**src/rtl/spi_pkg.sv**
```systemverilog
// Shared SPI types: controller state, mode encodings and edge-polarity helpers.
package spi_pkg;

   typedef enum logic {
      IDLE   = 1'b0,
      ACTIVE = 1'b1
   } spi_state_e;

   localparam logic [1:0] SPI_MODE0 = 2'd0;
   localparam logic [1:0] SPI_MODE1 = 2'd1;
   localparam logic [1:0] SPI_MODE2 = 2'd2;
   localparam logic [1:0] SPI_MODE3 = 2'd3;

   function automatic logic [1:0] spi_mode(input logic cpol, input logic cpha);
      return {cpol, cpha};
   endfunction

   // The leading sclk edge is the rising one when the clock idles low.
   function automatic logic lead_is_rise(input logic cpol);
      return ~cpol;
   endfunction

endpackage

```
**src/rtl/spi_sync.sv**
```systemverilog
// Two-flop synchroniser for one asynchronous pin, with rise/fall strobes
// derived from a third history flop.
module spi_sync #(
   parameter logic IDLE_LVL = 1'b0
) (
   input  logic clk,
   input  logic reset,
   input  logic pin_i,
   output logic level_o,
   output logic rise_o,
   output logic fall_o
);

   logic [2:0] sync_q;

   // Shift the pin through the synchroniser and history stages.
   always_ff @(posedge clk or negedge reset) begin
      if (!reset) begin
         sync_q <= {3{IDLE_LVL}};
      end else begin
         sync_q <= {sync_q[1:0], pin_i};
      end
   end

   assign level_o = sync_q[1];
   assign rise_o  = sync_q[1] & ~sync_q[2];
   assign fall_o  = ~sync_q[1] & sync_q[2];

endmodule

```
**src/rtl/spi_slave_core.sv**
```systemverilog
// Oversampling SPI slave, all four modes, DATA_W-bit words, valid/ready word ports.
// Optional sticky status flags when SPI_SLAVE_STATUS_EN is defined.
module spi_slave_core
   import spi_pkg::*;
#(
   parameter int unsigned        DATA_W  = 8,
   parameter logic               CPOL    = 1'b0,
   parameter logic               CPHA    = 1'b0,
   parameter logic [DATA_W-1:0]  TX_FILL = {DATA_W{1'b0}}
) (
   input  logic              clk,
   input  logic              reset,
   input  logic              sclk,
   input  logic              cs_n,
   input  logic              mosi,
   output logic              miso,
   output logic              miso_oe,
   input  logic [DATA_W-1:0] tx_data,
   input  logic              tx_valid,
   output logic              tx_ready,
   output logic [DATA_W-1:0] rx_data,
   output logic              rx_valid,
   input  logic              rx_ready,
   output logic              busy
`ifdef SPI_SLAVE_STATUS_EN
   ,
   output logic              rx_overrun,
   output logic              tx_underflow
`endif
);

   localparam int unsigned      CNT_W     = $clog2(DATA_W);
   localparam logic [CNT_W-1:0] LAST_BIT  = CNT_W'(DATA_W - 1);
   localparam logic [1:0]       MODE      = spi_mode(CPOL, CPHA);
   localparam logic             LEAD_RISE = lead_is_rise(CPOL);
   localparam logic             SAMPLE_ON_LEAD = (MODE == SPI_MODE0) || (MODE == SPI_MODE2);

   logic cs_lvl_s, cs_fall_s, cs_rise_unused;
   logic sclk_rise_s, sclk_fall_s, sclk_lvl_unused;
   logic mosi_lvl_s, mosi_rise_unused, mosi_fall_unused;

   spi_sync #(.IDLE_LVL(CPOL)) u_sync_sclk (
      .clk(clk), .reset(reset), .pin_i(sclk),
      .level_o(sclk_lvl_unused), .rise_o(sclk_rise_s), .fall_o(sclk_fall_s)
   );

   spi_sync #(.IDLE_LVL(1'b1)) u_sync_cs (
      .clk(clk), .reset(reset), .pin_i(cs_n),
      .level_o(cs_lvl_s), .rise_o(cs_rise_unused), .fall_o(cs_fall_s)
   );

   spi_sync #(.IDLE_LVL(1'b0)) u_sync_mosi (
      .clk(clk), .reset(reset), .pin_i(mosi),
      .level_o(mosi_lvl_s), .rise_o(mosi_rise_unused), .fall_o(mosi_fall_unused)
   );

   spi_state_e        state_q;
   logic [DATA_W-1:0] shreg_q;
   logic [DATA_W-1:0] rx_sh_q;
   logic [DATA_W-1:0] rx_data_q;
   logic [CNT_W-1:0]  bit_cnt_q;
   logic              hold_q;
   logic              miso_oe_q;
   logic              rx_valid_q;

   logic              lead_s, trail_s, sample_s, shift_s;
   logic              entry_s, done_s, load_s, rx_accept_s;
   logic [DATA_W-1:0] load_word_s;
   logic [DATA_W-1:0] rx_word_s;

   assign lead_s      = LEAD_RISE ? sclk_rise_s : sclk_fall_s;
   assign trail_s     = LEAD_RISE ? sclk_fall_s : sclk_rise_s;
   assign sample_s    = SAMPLE_ON_LEAD ? lead_s : trail_s;
   assign shift_s     = SAMPLE_ON_LEAD ? trail_s : lead_s;

   assign entry_s     = (state_q == IDLE) & cs_fall_s;
   assign done_s      = (state_q == ACTIVE) & ~cs_lvl_s & sample_s & (bit_cnt_q == LAST_BIT);
   assign load_s      = entry_s | done_s;
   assign load_word_s = tx_valid ? tx_data : TX_FILL;
   assign rx_word_s   = {rx_sh_q[DATA_W-2:0], mosi_lvl_s};
   assign rx_accept_s = done_s & (~rx_valid_q | rx_ready);

   // hold_q suppresses the first shift after a load so the freshly loaded MSB
   // is not shifted away: on the trailing edge closing a CPHA=0 word, or on
   // the first leading edge of every CPHA=1 word.
   always_ff @(posedge clk or negedge reset) begin
      if (!reset) begin
         state_q    <= IDLE;
         shreg_q    <= {DATA_W{1'b0}};
         rx_sh_q    <= {DATA_W{1'b0}};
         rx_data_q  <= {DATA_W{1'b0}};
         bit_cnt_q  <= {CNT_W{1'b0}};
         hold_q     <= 1'b0;
         miso_oe_q  <= 1'b0;
         rx_valid_q <= 1'b0;
      end else begin
         case (state_q)
            IDLE: begin
               if (cs_fall_s) begin
                  state_q   <= ACTIVE;
                  shreg_q   <= load_word_s;
                  bit_cnt_q <= {CNT_W{1'b0}};
                  hold_q    <= CPHA;
                  miso_oe_q <= 1'b1;
               end
            end
            ACTIVE: begin
               if (cs_lvl_s) begin
                  state_q   <= IDLE;
                  bit_cnt_q <= {CNT_W{1'b0}};
                  hold_q    <= 1'b0;
                  miso_oe_q <= 1'b0;
               end else if (sample_s) begin
                  if (bit_cnt_q == LAST_BIT) begin
                     bit_cnt_q <= {CNT_W{1'b0}};
                     shreg_q   <= load_word_s;
                     hold_q    <= 1'b1;
                  end else begin
                     bit_cnt_q <= bit_cnt_q + CNT_W'(1);
                     rx_sh_q   <= rx_word_s;
                  end
               end else if (shift_s) begin
                  if (hold_q) begin
                     hold_q <= 1'b0;
                  end else begin
                     shreg_q <= {shreg_q[DATA_W-2:0], 1'b0};
                  end
               end
            end
            default: begin
               state_q <= IDLE;
            end
         endcase

         if (rx_accept_s) begin
            rx_data_q  <= rx_word_s;
            rx_valid_q <= 1'b1;
         end else if (rx_ready) begin
            rx_valid_q <= 1'b0;
         end
      end
   end

`ifdef SPI_SLAVE_STATUS_EN
   logic overrun_q, underflow_q;

   // Sticky status: only reset clears them.
   always_ff @(posedge clk or negedge reset) begin
      if (!reset) begin
         overrun_q   <= 1'b0;
         underflow_q <= 1'b0;
      end else begin
         if (done_s & rx_valid_q & ~rx_ready) begin
            overrun_q <= 1'b1;
         end
         if (load_s & ~tx_valid) begin
            underflow_q <= 1'b1;
         end
      end
   end

   assign rx_overrun   = overrun_q;
   assign tx_underflow = underflow_q;
`endif

   assign miso     = shreg_q[DATA_W-1];
   assign miso_oe  = miso_oe_q;
   assign tx_ready = load_s;
   assign rx_data  = rx_data_q;
   assign rx_valid = rx_valid_q;
   assign busy     = (state_q == ACTIVE);

endmodule

```
**config.mk**
```make
export PLATFORM = sky130hd
export DESIGN_NAME = spi_slave_core
export DESIGN_NICKNAME = d
export VERILOG_FILES = /design/src/rtl/spi_pkg.sv /design/src/rtl/spi_sync.sv /design/src/rtl/spi_slave_core.sv
export SDC_FILE = /design/constraint.sdc
export NUM_CORES = 1
export LEC_CHECK = 0
export CORE_ASPECT_RATIO = 1.1
export CORE_MARGIN = 2
export CORE_UTILIZATION = 51
export DETAILED_ROUTE_END_ITERATION = 6
export PLACE_DENSITY = 0.78
export SLEW_MARGIN = 20
export SYNTH_ARGS = -nofsm -noshare
export SYNTH_HDL_FRONTEND = slang
export SYNTH_SLANG_ARGS = --single-unit
```
**constraint.sdc**
```tcl
create_clock -name clk -period 2.6 [get_ports clk]
set_input_delay 0.78 -clock clk [delete_from_list [all_inputs] [get_ports clk]]
set_output_delay 0.78 -clock clk [all_outputs]
set_load 0.02 [all_outputs]
```
==> notes.md <==
run metrics: simple logic cell fraction of the synthesized area 14.1%, fraction of synthesis flops using an asynchronous set or reset pin 100%, number of distinct library cells after synthesis 26, Diodes inserted 0, Most common cell on crit path sky130_fd_sc_hd__ha_1, maximum operating frequency 403 MHz, count leader, synth sky130_fd_sc_hd__dfrtp_1, placer congestion estimate 0.799, power density cells 582 nW/um^2, boundary pin count 28, buffer levels on the longest clock path 2, cell family with the largest share of critical-path delay adder cells, post-route total power 1.13 mW, top area cells in the synthesized netlist sky130_fd_sc_hd__dfrtp_1 56%, sky130_fd_sc_hd__mux2_2 11%, sky130_fd_sc_hd__dfstp_2 5.0%, sky130_fd_sc_hd__nand3_1 4.8%, sky130_fd_sc_hd__nor2_1 2.2%, CTS tree yes, portion of total power attributed to the clock network 25.3%, Max stage delay cell, worst path sky130_fd_sc_hd__dfrtp_1, maximum level of the CTS H-tree 2, number of remaining DRC errors 0, post-synthesis share of cell area spent on xor and xnor gates 0%, drt first pass iters 4, maximum fanout along the worst path 5, final critical-path share of the clock period 95.5%, yosys stat chip area 1570 sq um, arrival time reported for the critical path endpoint 1.70 ns, flip-flops with a built-in enable 0, Sw Pwr 0.293 mW, half-perimeter wire length of the detailed placement result 2040 um, CP cell instances ha_1 > ha_1 > nand2_1 > o21ai_0 > dlygate4sd2_1, sum of overflow across all layers after global routing 0, Int Pwr 0.836 mW, Synthesis Warnings 0, first-pass GRT wire length 5060 um, synthesized area per cell 12.5 sq um, main kind of combinational logic by area simple AND/OR/NAND/NOR gates, maximum number of pins on one net before global-route repair 39, mux frac, synth 12.0%, area share of the largest cell type after synthesis 55.8%, crit path DRT 1.82 ns, Total Wirelength 2890 um, sinks on the clock net 38, layout cell share with drive strength beyond 1 21.9%, cell total after placement 185, number of standard cells reported by yosys 126, Tightest Pin Transition 0.698 ns, reg2reg setup slack 0.52 ns, proportion of synthesized chip area in sequential cells 60.8%, Vias/cell 5.50, clock input transition at the sequential cells of the worst setup and hold paths 0.11 ns, Post-synth regs 38, number of buffers inserted for hold repair after clock tree synthesis 0, number of buffer cells added on primary ports 27, Slew HR 53.5%, final worst clock skew 0.00692 ns, category of the most critical setup path flip-flop to output pin, cell type contributing the most total cell area after synthesis sky130_fd_sc_hd__dfrtp_1, share of power burned in registers 60.2%, WHS 0.360 ns, CP endpoint kind output pin, status complete, no violations, crit path launch type flip-flop, Setup Slack @ Placement 0.221 ns, IR Drop Worst-Case VDD 0.000484 V, Worst path max stage delay 0.42 ns, pins over their slew limit 0, CTS Root Buffer Type sky130_fd_sc_hd__clkbuf_4, count of buffer and inverter cells on the critical path 1, chip height 62.2 um
registers in the layout, indices dropped and copies added, names as in the netlist:
name and cells:
bit_cnt_q 3, busy 1, hold_q 1, miso_oe 1, rx_data 8, rx_sh_q 7, rx_valid 1, shreg_q 8
u_sync_cs.sync_q 3, u_sync_mosi.sync_q 2, u_sync_sclk.sync_q 3
metal layers:
layer	track usage, %	vias to the layer above	wire length, um
met2	31.5	24	1460
met5	0	-	0
met1	21.6	527	1240
li1	-	511	-
met4	10.2	0	55
met3	4.58	5	133
final cells by class:
class | count | area, sq um
sequential | 38 | 955
inverter | 3 | 11.3
tap | 34 | 42.5
multi-input combinational | 79 | 572
clock inverter | 1 | 7.51
fill | 249 | 1060
clock buffer | 7 | 45.0
timing repair buffer | 32 | 307
power groups by stage:
stage                     Sequential, mW  Combinational, mW  Clock, mW
final                              0.679              0.164      0.286
after floorplan                    0.691             0.0916          0
after CTS                          0.680              0.165      0.297
after global routing               0.686              0.183      0.325
after global placement             0.688              0.157          0
after detailed placement           0.692              0.165          0
path summary, 6_finish.rpt:
path                                         end             startpoint  depth (start not counted)
min in group asynchronous             shreg_q[4]                  reset                          2
hold reg to reg            u_sync_mosi.sync_q[1]  u_sync_mosi.sync_q[0]                          0
setup / recovery                        tx_ready           bit_cnt_q[1]                          5
hold / removal             u_sync_mosi.sync_q[1]  u_sync_mosi.sync_q[0]                          0
max in group asynchronous    u_sync_cs.sync_q[1]                  reset                          2
setup reg to reg                      shreg_q[1]           bit_cnt_q[1]                          6
repair_timing:
item                       4_1_cts  5_1_grt
setup endpoints to repair        1        1
resized                          1        0
buffers inserted                 0        1
congestion_map.png
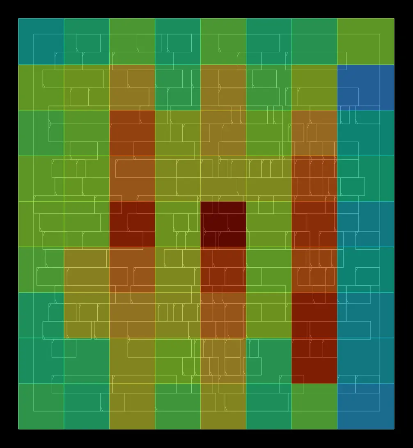
global routing met2 resource utilization: 31.5%
met1 Resource Use GR: 21.6%
routed length per placed instance: 14.9 um
utilization of the core after routing: 64.7%

ff_map.png
The bar under the picture is 20 um long. Other sequential cells in the stronger grey, the rest of the logic in the fainter grey.
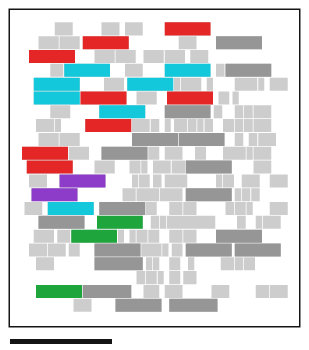
Cyan marks rx_sh_q, placed flops 7. Green marks u_sync_sclk.sync_q, placed flops 3. Purple marks u_sync_mosi.sync_q, placed flops 2. Red marks rx_data, placed flops 8.
Seq group: 0.679 mW
proportion of cell area occupied by registers: 49.2%

layers.png
Two of the layers only.
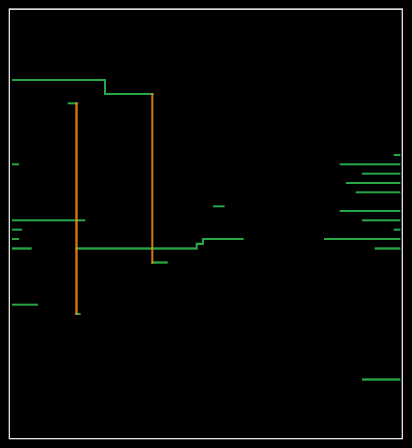
Green marks M3, wire length 134 um. Orange marks M4, wire length 55.1 um.
total number of vias: 1067
GRT Total Usage: 18.7%

sizing.png
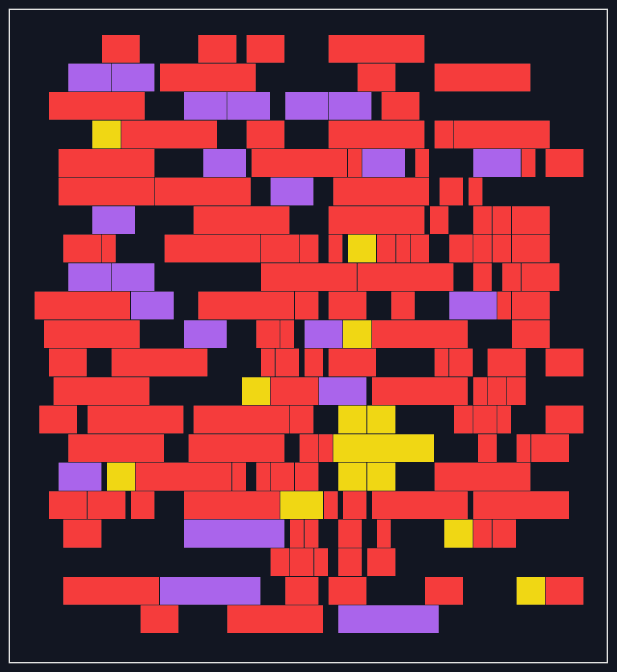
Red marks x1 and smaller, cells 125. Yellow marks x3 and x4, cells 13. Purple marks x2, cells 22.
Post-Layout Inst Area: 1940 sq um
Syn-to-layout area delta: 23.5%
bufs w/o clock: 32
Final Worst Setup Slack: 0.116 ns

gates.png
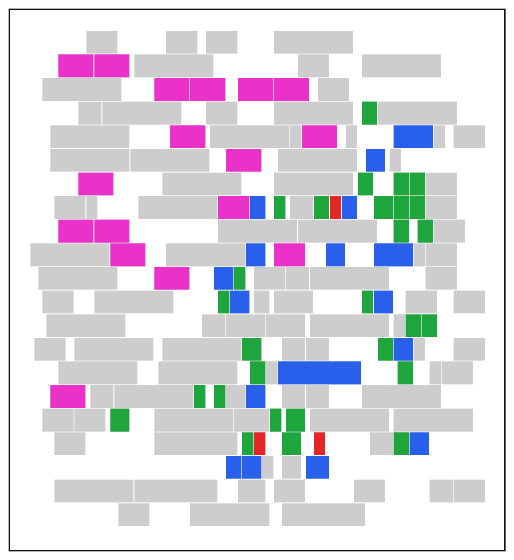
Blue marks aoi and oai cells, cells 17. Magenta marks mux cells, cells 17, most used mux2_2. Red marks inv cells, cells 3, most used inv_1. Green marks nand cells, cells 28, most used nand3_1.
combinational share of cell area: 29.5%
final instance count without filler cells: 194
top logic cell by instance count in the layout: sky130_fd_sc_hd__dfrtp_1

No activity file was given, so power comes from the tool's default toggle rates.
